route_heat.png
Drawn at 4 px/um. 14 x 13 tiles, from white (low) to dark blue (high), scaled to the fullest tile. Values are wire area over tile area, all layers added.
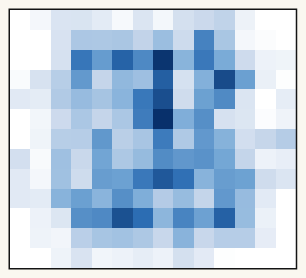
closeup.png
Window x 21 to 51, y 4 to 34 um. Cells in gray, sequential cells in the stronger gray; small squares are vias.
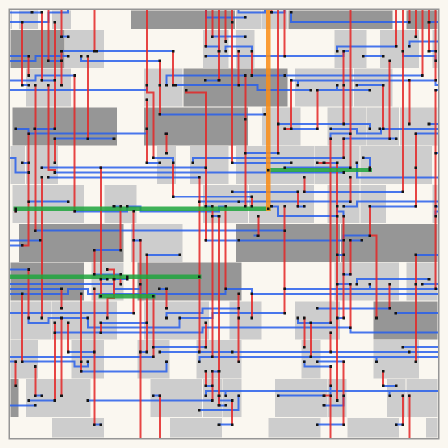
gates.png
Drawn at 8 px/um.
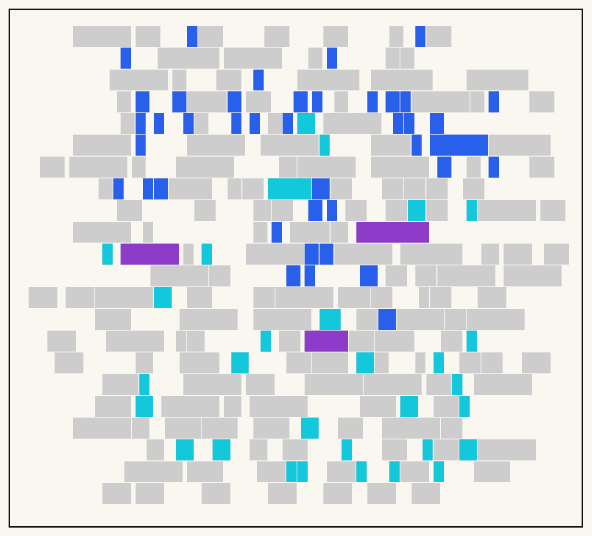
==> config.mk <==
export PLATFORM = sky130hd
export DESIGN_NAME = serial_subtractor
export DESIGN_NICKNAME = d
export VERILOG_FILES = /design/src/rtl/serial_subtractor.sv
export SDC_FILE = /design/constraint.sdc
export NUM_CORES = 1
export LEC_CHECK = 0
export CORE_ASPECT_RATIO = 0.9
export CORE_UTILIZATION = 40
export CTS_CLUSTER_SIZE = 10
export DETAILED_ROUTE_END_ITERATION = 8
export PLACE_DENSITY = 0.65
export SLEW_MARGIN = 20
export SYNTH_ARGS = -nofsm -noshare
export SYNTH_HDL_FRONTEND = slang
export SYNTH_SLANG_ARGS = --single-unit
==> constraint.sdc <==
create_clock -name clk -period 1.6 [get_ports clk]
set_clock_uncertainty 0.2 [all_clocks]
set_input_delay 0.32 -clock clk [delete_from_list [all_inputs] [get_ports clk]]
set_output_delay 0.32 -clock clk [all_outputs]
set_load 0.005 [all_outputs]
==> results.toml <==
# implementation run metrics
[final_timing]
min_period_ps = 1590
final_setup_violation_count = 0
finalHoldViolCount = 0
rsz0062_at_grt = "true"
fmax_mhz = 630
final.setup.worst_slack_ps = 12.1
finalClockPeriodUsage_pct = 99.2
remaining_max_slew_budget_at_the_tightest_pin_pct = 75.9
tightest_slew_ps = 361
finalMaxSlewViolations = 0

[drt]
firstDrtPassIters = 4
routed_wl_mm = 3.75
route.antenna.remaining_nets = 0
detail_route.vias_per_cell = 5.23
dr.first_iter.drc_count = 84
vias = 1450
drc_errors = 0

[floorplanning]
coreArea_um2 = 4130
die_x_um = 71.5
die.size.y_um = 64.5
boundaryPins = 30
floorplan.initialDensity_pct = 42.1
placementRows = 22
design.die.area_um2 = 4610

[cts]
clk_path_buf_depth = 2
cts_inserted_buffers = 5
tritoncts = "done"
clock_transition_time_at_the_flip_flop_clock_pins_of_the_worst_setup_and_hold_paths_ps = 70
cts_root_buf = "clkbuf_8"
worst_skew_pair.late_latency_ps = 290
cts.htree.levels = 2
cts_sinks = 40

[logic_synthesis]
postSynthNetCount = 212
postSynthAreaPerCell_um2 = 9.14
netlist_instances = 190
post_synth_area_from_yosys_stat_um2 = 1740
synth.cellmix.adderShare_pct = 2.59
synth.cell_area_um2 = 1740
topCombFamilyByArea = "AND-OR/OR-AND gates"
xor_area_share_pct = 0
synth.area.mux_share_pct = 0
ys_sh_aoi_pct = 25.1
ys_cells = 190
ys_types = 33
yosys_warnings = 0
synth-seq-area-share_pct = 46.1
synth.cellmix.simpleShare_pct = 19.4
synth_flops = 40

[pwr]
seq_power_share_pct = 53.4
clkPwrFrac_pct = 31.5
static-leakage-power_nw = 0.876
switching_share_pct = 25.7
internal_power_of_the_cells_w = 0.00150
netsw_w = 0.000519
power.density_nw_per_um2 = 894
irDropWorstVdd_mv = 0.432
power.share.combinational_pct = 15.1

[worst_setup_path]
cp_data_arrival_time_ps = 1600
worst-r2r-setup-slack_ps = 10
required_ps = 1610
cp-end-kind = "register"
criticalPathCategory = "register to register"
worstPathMaxFanout = 7
reg2regPathDepth = 6
start_kind = "register"

[final_layout]
final_net_count = 251
mostFrequentLayoutCells = "dfxtp_1, nand2_1, clkdlybuf4s50_1, buf_4, nor2_1"
fill_cell_instance_count_of_the_final_layout = 394
antennaDiodeCount = 0
ratio_of_cells_with_drive_above_1_in_the_final_layout_pct = 26.6
flow.area_growth_from_synthesis_pct = 29.7

[global_route]
grt_antenna_before_repair = 0
global_route.usage.met2_pct = 26.5
gr-usage-met3_pct = 4.35
grt.busiest_layer = "met2"
global_route.usage.met1_pct = 23.8
grt_start_max_net_pins = 18
wire_length_of_the_first_global_routing_pass_mm = 6.25
number_of_global_route_vias_before_repair = 1365
global_route_total_overflow = 0

[run_status]
status = "finished clean"

[placement]
pre_cts_slack_ps = -177
place_hpwl_mm = 2.42
dpl.cell_count = 268
placement.io_buffers = 29
routabilityCongestion = 0.756

[worst_hold_path]
min_delay_path_depth = 2
worstHoldPathType = "register to register"

[job]
max_cap_violations = 0
warning_count = 27
## Picture notes: route_heat.png
densest ninth of the die = center
tiles over half the peak = 24%
fullest tile = 0.41
mean over tiles = 0.13
nearly empty tiles = 14%
WL per Instance: 13.5 um
global-route usage over all layers: 17.4%

## Picture notes: closeup.png
green -> M3
blue -> M1
orange -> M4
red -> M2
cells with their middle in the window = 62
sequential cells in the window = 10
most frequent = dfxtp_1 (10), clkdlybuf4s50_1 (8)

## Picture notes: gates.png
purple -> fa/ha/maj cells  # cells 3
blue -> nand cells  # cells 41, most used nand2_1
cyan -> nor cells  # cells 30, most used nor2_1
final cell count without fillers: 277
most frequently placed logic cell in the final layout: dfxtp_1

-- worst max-delay path, stage by stage, from the launching register on --
cell,delay [ps]
dfxtp_1,330
ha_2,210
ha_4,180
buf_4,160
nor2_2,130
nand3_1,100
a31oi_1,190
-- through the flow --
| stage | utilization, % | hold WS (ps) | cell area [um2] | power (W) | TNS [ps] |
|---|---|---|---|---|---|
| floorplan | - | 200 | 1750 | 0.00130 | 0 |
| global placement | 51.3 | 244 | 2120 | 0.00138 | -2380 |
| detailed placement | 51.3 | 249 | 2120 | 0.00139 | -2380 |
| CTS | 53.5 | 254 | 2210 | 0.00202 | 0 |
| global route | 54.5 | 265 | 2250 | 0.00211 | -108 |
| finish | 54.5 | 250 | 2250 | 0.00201 | 0 |
-- cell usage after synthesis --
library cell   n  share of area [%]
nor2_1        18                3.9
dfxtp_1       40                 46
ha_1           2                1.4
o21ba_4        1               0.94
nand3b_2       1               0.65
or2_2          1               0.36
buf_1          1               0.22
o22ai_1        6                2.2
nor4b_1        1               0.50
a2bb2oi_1      1               0.50
nand2b_1       3                1.1
a221oi_1       1               0.50
a22oi_1        2               0.86
a31oi_1        3                1.1
nor3b_1        1               0.43
o21bai_2       1               0.65
a311oi_1       1               0.50
clkbuf_1       1               0.22
fa_1           1                1.2
a211oi_1       4                1.7
nand2_1       25                5.4
a21oi_1       17                4.9
buf_2          8                2.3
nor2_2         9                3.2
buf_6          1               0.65
nand3_1       12                3.5
inv_2          1               0.22
buf_4          4                1.7
nor2b_1        1               0.36
o2bb2ai_1      8                4.0
a211oi_2      10                7.2
inv_1          3               0.65
buf_8          1               0.86
-- routing by layer --
metal,vias up,share of wire (%),wire (um)
li1,739,-,-
met1,681,52,1940
met2,24,43,1620
met3,6,3.4,129
met4,0,1.5,57
met5,-,0,0
-- cell families (layout without fill, tap and decap cells) --
group,count (synthesis),count (layout)
AND/OR/NAND/NOR,72,72
AND-OR/OR-AND,55,55
flip-flops,40,40
buffers and inverters,20,59
adder cells (fa/ha/maj),3,3
-- timing repair --
| item | CTS | global route |
|---|---|---|
| pin swaps | 1 | 2 |
| endpoints found under the setup margin | 16 | 14 |
| setup buffers | 0 | 2 |
| gates resized | 19 | 5 |
| hold buffers | 0 | 0 |
-- area by class of cell --
| type | count | area (um2) | area share, % |
|---|---|---|---|
| Tap cell | 48 | 60.1 | 2.67 |
| Clock buffer | 6 | 72.6 | 3.22 |
| Multi-Input combinational cell | 130 | 860 | 38.2 |
| Inverter | 4 | 15.0 | 0.667 |
| Clock inverter | 1 | 5.00 | 0.222 |
| Sequential cell | 40 | 808 | 35.9 |
| Timing Repair Buffer | 48 | 432 | 19.2 |
-- power groups by stage --
stage	combinational (W)	sequential, W	clock (W)
after floorplan	0.000205	0.00109	0
after global placement	0.000287	0.00110	0
after detailed placement	0.000289	0.00110	0
after CTS	0.000291	0.00107	0.000650
after global routing	0.000338	0.00108	0.000689
final	0.000305	0.00107	0.000634
No activity file was given, so power comes from the tool's default toggle rates.
